## config.mk

```make
export PLATFORM = sky130hd
export DESIGN_NAME = uart_rx_ctrl
export DESIGN_NICKNAME = d
export VERILOG_FILES = /design/src/rtl/uart_rx_ctrl.sv
export SDC_FILE = /design/constraint.sdc
export NUM_CORES = 1
export LEC_CHECK = 0
export CAP_MARGIN = 20
export CORE_MARGIN = 2
export CORE_UTILIZATION = 25
export CTS_BUF_LIST = sky130_fd_sc_hd__clkbuf_16
export CTS_CLUSTER_SIZE = 10
export DETAILED_ROUTE_END_ITERATION = 8
export PLACE_DENSITY = 0.5
export SLEW_MARGIN = 20
export SYNTH_ARGS = -nofsm -noshare
export SYNTH_HDL_FRONTEND = slang
export SYNTH_SLANG_ARGS = --single-unit
```

## constraint.sdc

```tcl
create_clock -name i_clk -period 2.2 [get_ports i_clk]
set_input_delay 0.33 -clock i_clk [delete_from_list [all_inputs] [get_ports i_clk]]
set_output_delay 0.33 -clock i_clk [all_outputs]
set_load 0.01 [all_outputs]
```

## src/rtl/uart_rx_ctrl.sv

```systemverilog
// UART receive controller: synchronises the serial line, samples start/data/stop
// bits at mid-bit on oversample ticks, and reports each frame with a done or error pulse.
module uart_rx_ctrl #(
    parameter int DATA_BITS  = 8,
    parameter int OVERSAMPLE = 16,
    parameter int SB_TICKS   = 16
) (
    input  logic                 i_clk,
    input  logic                 i_reset,
    input  logic                 i_s_tick,
    input  logic                 i_rx,
    output logic [DATA_BITS-1:0] o_data,
    output logic                 o_rx_done,
    output logic                 o_frame_err,
    output logic                 o_busy
);

    localparam int TICK_MAX = (OVERSAMPLE > SB_TICKS) ? OVERSAMPLE : SB_TICKS;
    localparam int TW       = $clog2(TICK_MAX);
    localparam int BW       = $clog2(DATA_BITS);

    localparam logic [TW-1:0] MID_TICK = TW'(OVERSAMPLE / 2 - 1);
    localparam logic [TW-1:0] BIT_END  = TW'(OVERSAMPLE - 1);
    localparam logic [TW-1:0] STOP_END = TW'(SB_TICKS - 1);
    localparam logic [TW-1:0] TICK_ONE = TW'(1);
    localparam logic [BW-1:0] LAST_BIT = BW'(DATA_BITS - 1);
    localparam logic [BW-1:0] BIT_ONE  = BW'(1);

    typedef enum logic [2:0] {
        S_IDLE,
        S_START,
        S_DATA,
        S_STOP,
        S_BREAK
    } state_t;

    state_t                 r_state;
    state_t                 w_stateNext;
    logic                   r_rxMeta;
    logic                   r_rxS;
    logic [TW-1:0]          r_tickCnt;
    logic [TW-1:0]          w_tickNext;
    logic [BW-1:0]          r_bitCnt;
    logic [BW-1:0]          w_bitNext;
    logic [DATA_BITS-1:0]   r_shreg;
    logic [DATA_BITS-1:0]   w_shregNext;
    logic [DATA_BITS-1:0]   r_data;
    logic [DATA_BITS-1:0]   w_dataNext;
    logic                   r_done;
    logic                   w_doneNext;
    logic                   r_err;
    logic                   w_errNext;

    // Two-flop synchroniser; resets to the idle-high line level so reset never looks like a start edge.
    always_ff @(posedge i_clk or posedge i_reset) begin
        if (i_reset) begin
            r_rxMeta <= 1'b1;
            r_rxS    <= 1'b1;
        end else begin
            r_rxMeta <= i_rx;
            r_rxS    <= r_rxMeta;
        end
    end

    always_ff @(posedge i_clk or posedge i_reset) begin
        if (i_reset) begin
            r_state   <= S_IDLE;
            r_tickCnt <= '0;
            r_bitCnt  <= '0;
            r_shreg   <= '0;
            r_data    <= '0;
            r_done    <= 1'b0;
            r_err     <= 1'b0;
        end else begin
            r_state   <= w_stateNext;
            r_tickCnt <= w_tickNext;
            r_bitCnt  <= w_bitNext;
            r_shreg   <= w_shregNext;
            r_data    <= w_dataNext;
            r_done    <= w_doneNext;
            r_err     <= w_errNext;
        end
    end

    always_comb begin
        w_stateNext = r_state;
        w_tickNext  = r_tickCnt;
        w_bitNext   = r_bitCnt;
        w_shregNext = r_shreg;
        w_dataNext  = r_data;
        w_doneNext  = 1'b0;
        w_errNext   = 1'b0;
        case (r_state)
            S_IDLE: begin
                if (!r_rxS) begin
                    w_stateNext = S_START;
                    w_tickNext  = '0;
                end
            end
            // A start bit that is high again at its centre was a glitch and is dropped silently.
            S_START: begin
                if (i_s_tick) begin
                    if (r_tickCnt == MID_TICK) begin
                        if (!r_rxS) begin
                            w_stateNext = S_DATA;
                            w_tickNext  = '0;
                            w_bitNext   = '0;
                        end else begin
                            w_stateNext = S_IDLE;
                        end
                    end else begin
                        w_tickNext = r_tickCnt + TICK_ONE;
                    end
                end
            end
            S_DATA: begin
                if (i_s_tick) begin
                    if (r_tickCnt == BIT_END) begin
                        w_shregNext = {r_rxS, r_shreg[DATA_BITS-1:1]};
                        w_tickNext  = '0;
                        if (r_bitCnt == LAST_BIT) begin
                            w_stateNext = S_STOP;
                        end else begin
                            w_bitNext = r_bitCnt + BIT_ONE;
                        end
                    end else begin
                        w_tickNext = r_tickCnt + TICK_ONE;
                    end
                end
            end
            S_STOP: begin
                if (i_s_tick) begin
                    if (r_tickCnt == STOP_END) begin
                        w_tickNext = '0;
                        if (r_rxS) begin
                            w_dataNext  = r_shreg;
                            w_doneNext  = 1'b1;
                            w_stateNext = S_IDLE;
                        end else begin
                            w_errNext   = 1'b1;
                            w_stateNext = S_BREAK;
                        end
                    end else begin
                        w_tickNext = r_tickCnt + TICK_ONE;
                    end
                end
            end
            // A line held low after a bad stop bit must not be mistaken for a new start edge.
            S_BREAK: begin
                if (r_rxS) begin
                    w_stateNext = S_IDLE;
                end
            end
            default: begin
                w_stateNext = S_IDLE;
            end
        endcase
    end

    assign o_data      = r_data;
    assign o_rx_done   = r_done;
    assign o_frame_err = r_err;
    assign o_busy      = (r_state != S_IDLE);

endmodule

```

==> deck_impl_summary.md, run 1 <==
Synthesis and Place & Route Summary

Power
  – Sequential share of power: 42.9%
  – Switch share: 29.3%
  – Top pwr grp: sequential cells
  – P_int: about 1200 uW
  – Combinational power share: 20.0%

Finish
  – Mi-comb count: 70
  – Multi-input gate share of total cell area: around 33%
  – Nets: roughly 140
  – Layout non-clock buf frac: under 10%
  – Reg area: 753 um^2
  – Seq/total area: 43.5%
  – Fraction of layout cells with a size suffix above 1: 26.0%
  – Most frequent logic cell in the layout: dfrtp_1

Logic synthesis
  – Yosys warnings: 0
  – Registers, synthesis: 30
  – Post-synth EDFFs: 0
  – Synth area leader: dfrtp_1
  – Yosys stat area: about 0.0014 mm^2
  – Main logic family: multiplexers
  – Main flop type after synthesis: dfrtp_1
  – Sequential area share after synthesis: 53.6%
  – Ys async rst share: 100%
  – Count leader, synth: dfrtp_1

STA
  – Worst-Margin Slew: 404 ps
  – Slew Limit Fails: 0
  – Clk_skew: 3.81 ps
  – Tcrit/Tclk final: 91.0%

Detailed routing
  – Drt total wl: between 2 and 2.5 mm
  – Met3 routed WL: 121 um
  – Vias per inst: 4.35
  – Residual DRC: 0
  – Per-cell routed wire length: 12.1 um
  – DR top layer: met4
  – Metal-1 WL: roughly 1.2 mm

Worst setup path
  – CP Capture Point: o_busy
  – Reg2Reg Depth: 5
  – Reg-to-reg setup timing slack: 510 ps
  – R2r endpoint: o_data[3]$_DFFE_PP0P_

Die
  – Row count: 27
  – Chip footprint: a little over 0.006 mm^2
  – Chip Width: about 80 um
  – Well tap count: 72

Placement
  – # placed instances: just under 200
  – IO buf count: 14
  – Post-DP HPWL: 1.67 mm

CTS
  – CTS root buf: clkbuf_16
  – Post-CTS setup buffers: 0
  – Number of CTS-inserted buffers: 5
  – Hold buffer count at cts: 0
  – Clock latency on the worst-skew pair: 270 ps

Worst hold path
  – Worst Hold Endpoint: r_rxS$_DFF_PP1_

Global routing
  – First-pass GRT wire length: ~4.4 mm
  – GRT overflow: 0
  – Vias in the first global route: 906

Run status
  – Status: finished, final reports clean
[run 1: per-stage QoR]
step                      setup WS [ps]  hold slack [ps]  total power (uW)
final                               199              353              1690
after global routing                132              363              1800
after CTS                           186              354              1710
after detailed placement            315              347              1070
after global placement              324              346              1050
after floorplan                     637              334              1000
[run 1: state kept, by name, summed over array words and instances, names as in the netlist]
register / count
o_data: 8
o_frame_err: 1
o_rx_done: 1
r_bitCnt: 3
r_rxMeta: 1
r_rxS: 1
r_shreg: 8
r_state: 3
r_tickCnt: 4
[run 1: worst max-delay path, cell delays in order, from the launching register on]
cell             delay, ps
dfrtp_1                520
or3_1                  400
clkdlybuf4s50_1        480
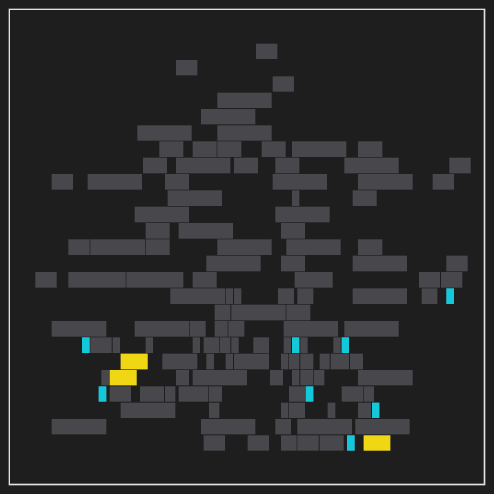
*Gate families picked out, run 1*
Scale: 6 px per um.
yellow -> adder and majority cells  # cells 3
cyan -> inverters  # cells 8

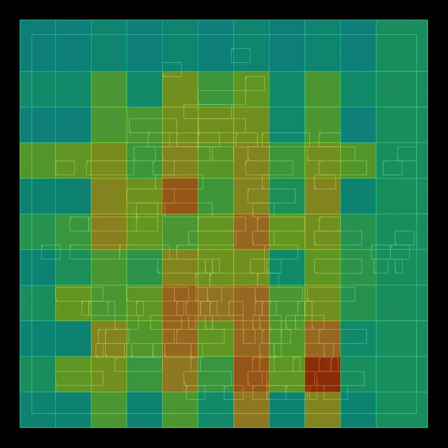
*Routing congestion map, run 1*
grt peak-use layer: met2
utilization after layout: 31.6%
Total GRT Usage: 8.95%
routing usage on met3: 3.07%

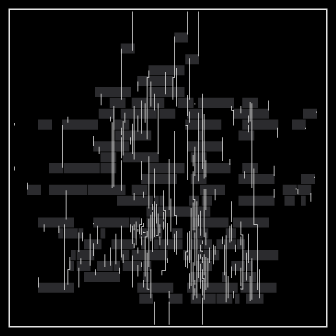
*M2 wires, run 1*
Scale: 4 px per um. Cells faint in the background.
longest straight run = 24.1 um
nets with wire on the layer = 116

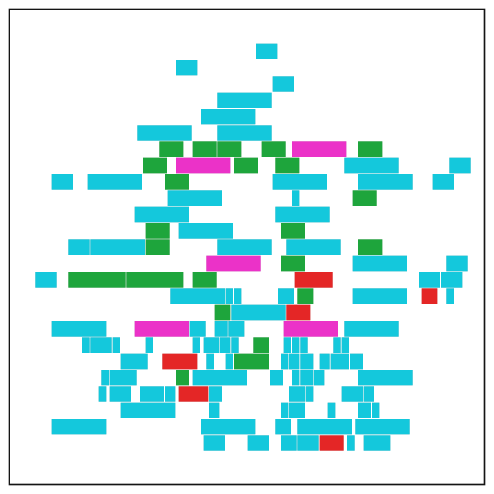
*Cells by drive strength, run 1*
Scale: 6 px per um.
green -> drive 2  # cells 23, share 18%, most used mux2_2
red -> drive 3 to 4  # cells 6, share 4.6%, most used and3_4
cyan -> drive 1 or less  # cells 97, share 74%, most used dfrtp_1
magenta -> drive 6 and up  # cells 5, share 3.8%, most used clkbuf_16
Area growth syn-to-layout: 23.2%
Buffers, non-clock: 15
post-route cell area: 0.00173 mm^2

## Run 2: what changed since run 1
--- a/config.mk
+++ b/config.mk
@@ -9,7 +9,7 @@
 export CORE_MARGIN = 2
 export CORE_UTILIZATION = 25
 export CTS_BUF_LIST = sky130_fd_sc_hd__clkbuf_16
-export CTS_CLUSTER_SIZE = 10
+export CTS_CLUSTER_SIZE = 25
 export DETAILED_ROUTE_END_ITERATION = 8
 export PLACE_DENSITY = 0.5
 export SLEW_MARGIN = 20
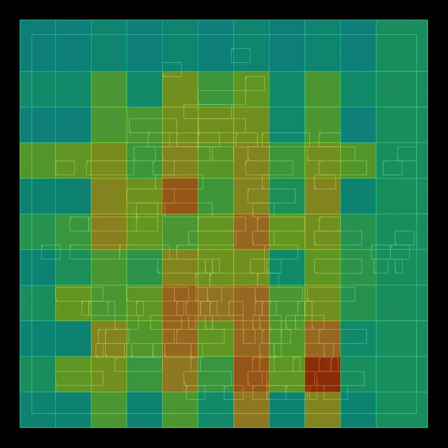
*Routing congestion map, run 2*
global routing usage on met1: 12.1%
global-route track usage on met2: 13.1%
per-cell routed wire length: 12.1 um

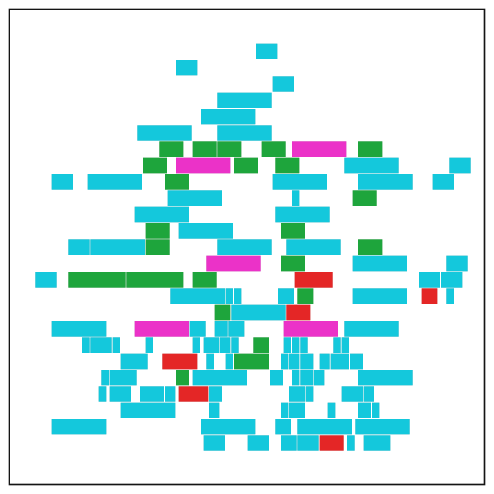
*Cells by drive strength, run 2*
Scale: 6 px per um.
cyan -> drive 1 or less  # cells 97, share 74%, most used dfrtp_1
green -> drive 2  # cells 23, share 18%, most used mux2_2
red -> drive 3 to 4  # cells 6, share 4.6%, most used and3_4
magenta -> drive 6 and up  # cells 5, share 3.8%, most used clkbuf_16
Worst Slack Setup Final: 199 ps

==> run 2 against run 1 <==
Die size unchanged. Wire length unchanged. Clock power about the same. Largest cell class unchanged. Via count unchanged. Largest power group unchanged. Synthesized cell count unchanged. Highest routed layer unchanged. Sequential cell count unchanged.
==> deck_impl_summary.md, run 2 <==
Synthesis and Place & Route Summary

Worst setup path
  – R2r endpoint: o_data[3]$_DFFE_PP0P_
  – CP max stage delay: 520 ps (about the same)
  – Slowest cell on crit path: dfrtp_1
  – Reg-to-reg setup timing slack: 510 ps (about the same)
  – Delay-heaviest family, CP: flip-flops
  – Crit path cell chain: or3_1, clkdlybuf4s50_1
  – WP data required: 1870 ps
  – Reg-to-reg startpoint: r_tickCnt[0]$_DFFE_PP0P_
  – CP max FO: 10
  – CP Depth: 2 (unchanged)
  – Worst Path Buf+Inv: 1 (unchanged)
  – CP Data Arrival Time: between 1500 and 2000 ps
  – Reg2Reg Depth: 5 (unchanged)
  – CP Capture Point: o_busy

Finish
  – Area growth syn-to-layout: 23.2% (unchanged)
  – Fraction of layout cells with a size suffix above 1: 26.0% (unchanged)
  – Ant. Diodes: 0
  – Utilization after layout: 31.6% (unchanged)
  – Post-route cell area: 0.00173 mm^2 (unchanged)
  – Nets: 137 (unchanged)

Logic synthesis
  – Yosys stat area: 0.00141 mm^2 (unchanged)
  – Post-synth EDFFs: 0 (unchanged)
  – Yosys warnings: 0 (unchanged)
  – Count leader, synth: dfrtp_1
  – Registers, synthesis: 30 (unchanged)
  – Sequential area share after synthesis: 53.6% (unchanged)
  – Ys async rst share: 100% (unchanged)
  – Main flop type after synthesis: dfrtp_1
  – Synth area leader: dfrtp_1

Die
  – Row count: 27 (unchanged)
  – Chip footprint: 0.00624 mm^2 (unchanged)
  – Floorplan utilization: about a quarter
  – Chip Width: 79.0 um (unchanged)

Global routing
  – Total GRT Usage: 8.95% (unchanged)
  – Routing usage on met3: 3.07% (unchanged)
  – First-pass GRT wire length: 4.36 mm (unchanged)
  – GRT overflow: 0 (unchanged)
  – Vias in the first global route: 906 (unchanged)
  – Grt peak-use layer: met2

Power
  – P_int: 1190 uW (unchanged)
  – Power consumption: 1690 uW (unchanged)
  – Net Sw Power: 494 uW
  – Top pwr grp: sequential cells
  – Combinational power share: 20.0% (about the same)
  – Sequential share of power: 42.9% (about the same)
  – Switch share: 29.3% (unchanged)

Placement
  – IO buf count: 14 (unchanged)
  – Post-DP HPWL: 1.67 mm (unchanged)
  – Pre-CTS setup slack: 315 ps (unchanged)
  – # placed instances: 195 (unchanged)

Detailed routing
  – Vias per inst: 4.35 (unchanged)
  – Total number of vias: between 800 and 900
  – Metal-1 WL: 1.22 mm (unchanged)
  – Drt total wl: 2.45 mm (unchanged)
  – DR top layer: met4
  – Residual DRC: 0 (unchanged)
  – Met3 routed WL: 121 um (unchanged)

STA
  – Min Hold Slack: 353 ps (unchanged)
  – Clk_skew: 3.81 ps (unchanged)
  – RSZ-0062 raised after global routing: no
  – Slew headroom: 73.1%
  – Slew Limit Fails: 0 (unchanged)
  – Worst-Margin Slew: 404 ps (unchanged)
  – Tcrit/Tclk final: 91.0% (unchanged)

CTS
  – Hold buffer count at cts: 0 (unchanged)
  – Post-CTS setup buffers: 0 (unchanged)
  – Clock latency on the worst-skew pair: 270 ps (about the same)
  – CTS root buf: clkbuf_16
  – Number of CTS-inserted buffers: 5 (unchanged)

Run status
  – Status: finished, final reports clean

Worst hold path
  – Worst Hold Endpoint: r_rxS$_DFF_PP1_
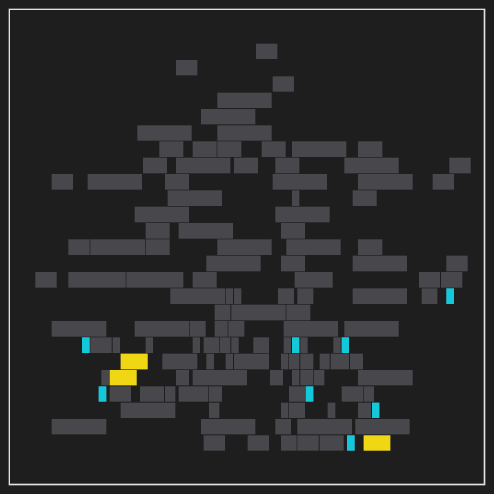
*Gate families picked out, run 2*
Scale: 6 px per um.
cyan -> inverters  # cells 8
yellow -> adder and majority cells  # cells 3
non-filler cells, final: 203
most frequent logic cell in the layout: dfrtp_1
multi-input gate share of total cell area: 33.2%

## run 2: cell counts after synthesis
Identical to the previous run, type by type.
## run 2: final cells by class
type / count / area [um^2] / area share (%)
Timing Repair Buffer: 15 / 148 / 8.53
Clock buffer: 5 / 125 / 7.23
Sequential cell: 30 / 753 / 43.5
Multi-Input combinational cell: 70 / 574 / 33.2
Clock inverter: 3 / 11.3 / 0.650
Tap cell: 72 / 90.1 / 5.20
Inverter: 8 / 30.0 / 1.73
## run 2: cell families after synthesis
kind of cell	count (synthesis)	share of synthesized area, %
compound gates	15	7.21
flops	30	53.6
xor+xnor	1	1.16
simple gates	31	14.1
mux	20	15.8
buf+inv	14	5.52
fa+ha+maj	3	2.67
### M2 wires, run 2

Scale: 4 px per um. Cells faint in the background.
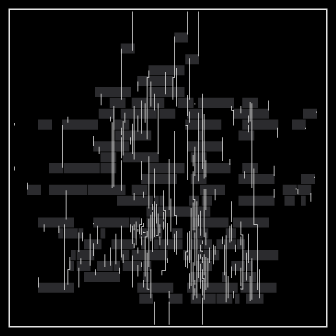

## Run 3: what changed since run 2
==> constraint.sdc (replaced) <==
create_clock -name i_clk -period 2.16 [get_ports i_clk]
set_input_delay 0.324 -clock i_clk [delete_from_list [all_inputs] [get_ports i_clk]]
set_output_delay 0.324 -clock i_clk [all_outputs]
set_load 0.01 [all_outputs]
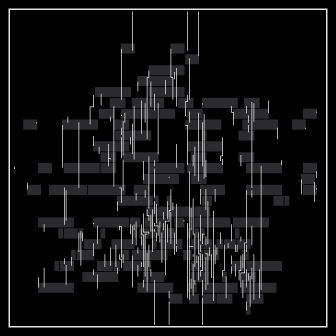
*M2 wires, run 3*
Scale: 4 px per um. Cells faint in the background.
nets with wire on the layer = 118
share of all routed wire = 45%
wire length on this layer = 1090 um
longest straight run = 32.0 um
total number of vias: 893
drt total wl: 2.43 mm

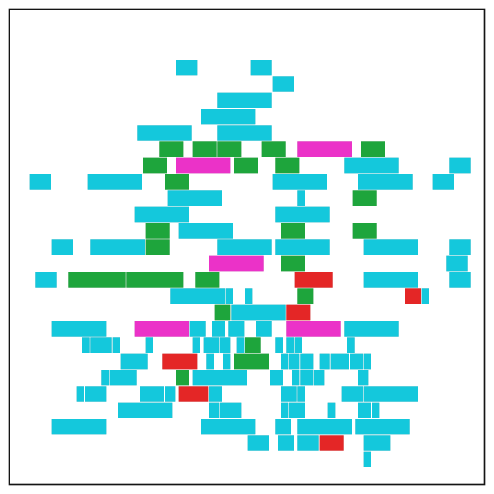
*Cells by drive strength, run 3*
Scale: 6 px per um.
red -> drive 3 to 4  # cells 6, share 4.6%, most used and3_4
green -> drive 2  # cells 23, share 18%, most used mux2_2
magenta -> drive 6 and up  # cells 5, share 3.8%, most used clkbuf_16
cyan -> drive 1 or less  # cells 97, share 74%, most used dfrtp_1

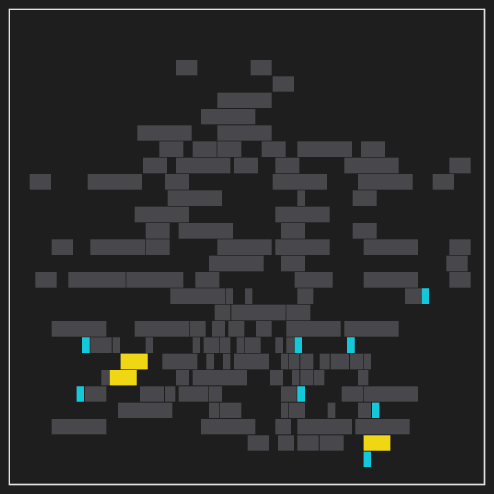
*Gate families picked out, run 3*
Scale: 6 px per um.
cyan -> inverters  # cells 8
yellow -> adder and majority cells  # cells 3

==> run 3 against run 2 <==
Via count grew 1.1%. Largest cell class unchanged. Sequential cell count is the same. Critical path depth is the same. Highest routed layer unchanged. Die size is the same. Synthesized area is the same. Clock skew shrank 0.69 ps. Clock-buffer cell count is the same. Final area is the same. Sequential power grew 2%. Clock power grew 1%.
==> deck_impl_summary.md, run 3 <==
Synthesis and Place & Route Summary

Logic synthesis
  – Adder Share, Synth: 2.67% (unchanged)
  – Sequential area share after synthesis: 53.6% (unchanged)
  – Registers, synthesis: 30 (unchanged)
  – Synth area leader: dfrtp_1
  – Ys async rst share: 100% (unchanged)
  – Main logic family: multiplexers
  – Xor/xnor share: 1.16% (unchanged)
  – Yosys warnings: 0 (unchanged)
  – Yosys aoi share: 7.21% (unchanged)
  – Synth Area in Simple Gates: 14.1% (unchanged)
  – Count leader, synth: dfrtp_1
  – Yosys stat area: 0.00141 mm^2 (unchanged)

Worst setup path
  – Slowest cell on crit path: dfrtp_1
  – Worst Path Buf+Inv: 1 (unchanged)
  – CP Capture Point: o_busy
  – WP data required: 1840 ps (-30 ps)
  – Delay-heaviest family, CP: flip-flops
  – CP max FO: 10 (unchanged)
  – CP max stage delay: 520 ps (about the same)
  – R2r endpoint: r_bitCnt[0]$_DFFE_PP0P_
  – Reg-to-reg startpoint: r_tickCnt[0]$_DFFE_PP0P_
  – CP Depth: 2 (unchanged)
  – CP Data Arrival Time: 1660 ps (about the same)
  – Reg-to-reg setup timing slack: 450 ps (-60 ps)
  – Reg2Reg Depth: 5 (unchanged)

Die
  – Chip Width: 79.0 um (unchanged)
  – Chip footprint: 0.00624 mm^2 (unchanged)
  – Well tap count: 72 (unchanged)
  – Floorplan utilization: 25.7% (unchanged)
  – Row count: 27 (unchanged)

Global routing
  – GRT overflow: 0 (unchanged)
  – Routing usage on met3: 3.07% (unchanged)
  – Vias in the first global route: 905 (-0.11%)
  – Global-route track usage on met2: 13.2% (+0.17 points)
  – Grt peak-use layer: met2
  – Total GRT Usage: 9.00% (+0.046 points)

CTS
  – CTS root buf: clkbuf_16
  – Hold buffer count at cts: 0 (unchanged)
  – Clock latency on the worst-skew pair: 270 ps (about the same)
  – Number of CTS-inserted buffers: 5 (unchanged)
  – Post-CTS setup buffers: 0 (unchanged)

Finish
  – Mi-comb count: 70 (unchanged)
  – Most frequent logic cell in the layout: dfrtp_1
  – Clock buffer count: 5 (unchanged)
  – Reg area: 753 um^2 (unchanged)
  – Clk cell area share: 7.88% (unchanged)
  – Area growth syn-to-layout: 23.2% (unchanged)
  – Sequential cells: 30 (unchanged)
  – Largest cell class: sequential cells
  – Logic inverters: 8 (unchanged)
  – Ant. Diodes: 0 (unchanged)
  – Fraction of layout cells with a size suffix above 1: 26.0% (unchanged)
  – Multi-input gate share of total cell area: 33.2% (unchanged)
  – Seq/total area: 43.5% (unchanged)
  – Non-filler cells, final: 203 (unchanged)
  – Layout non-clock buf frac: 8.53% (unchanged)
  – Logic area: 574 um^2 (unchanged)

Run status
  – Status: finished, final reports clean

Placement
  – # placed instances: 195 (unchanged)
  – Pre-CTS setup slack: 274 ps (-41.0 ps)
  – Post-DP HPWL: 1.67 mm (about the same)
  – IO buf count: 14 (unchanged)

STA
  – Slew headroom: 73.4% (+0.34 points)
  – Slew Limit Fails: 0 (unchanged)
  – Clk_skew: 3.12 ps (-0.693 ps)
  – Worst-Margin Slew: 399 ps (-5.04 ps)
  – Worst Slack Setup Final: 175 ps (-24.1 ps)
  – Min Hold Slack: 353 ps (-0.180 ps)
  – RSZ-0062 raised after global routing: no
  – Setup TNS: 0 ps

Detailed routing
  – Residual DRC: 0 (unchanged)
  – Vias per inst: 4.40 (+1.1%)
  – Per-cell routed wire length: 12.0 um (-0.74%)

Worst hold path
  – Worst Hold Endpoint: r_rxS$_DFF_PP1_

Power
  – Power consumption: 1710 uW (+1.5%)
  – PwrDens: 989 mW/mm^2
==> run 3: cells by family after synthesis <==
family / after synthesis
multiplexers: 20
AND/OR/NAND/NOR: 31
XOR/XNOR: 1
AND-OR/OR-AND: 15
buffers and inverters: 14
flip-flops: 30
adder cells (fa/ha/maj): 3
==> run 3: metal layers <==
metal / vias to the layer above / part of all wire (%) / wire (um)
met5: - / 0 / 0
met4: 0 / 1.7 / 42
met3: 6 / 4.4 / 108
met2: 18 / 45 / 1090
met1: 439 / 49 / 1190
li1: 430 / - / -
==> run 3: where the power goes <==
part	switching [uW]	internal [uW]
Sequential	102	634
Combinational	175	167
Clock	221	413
Total	498	1210
Power and IR drop assume default switching activity.
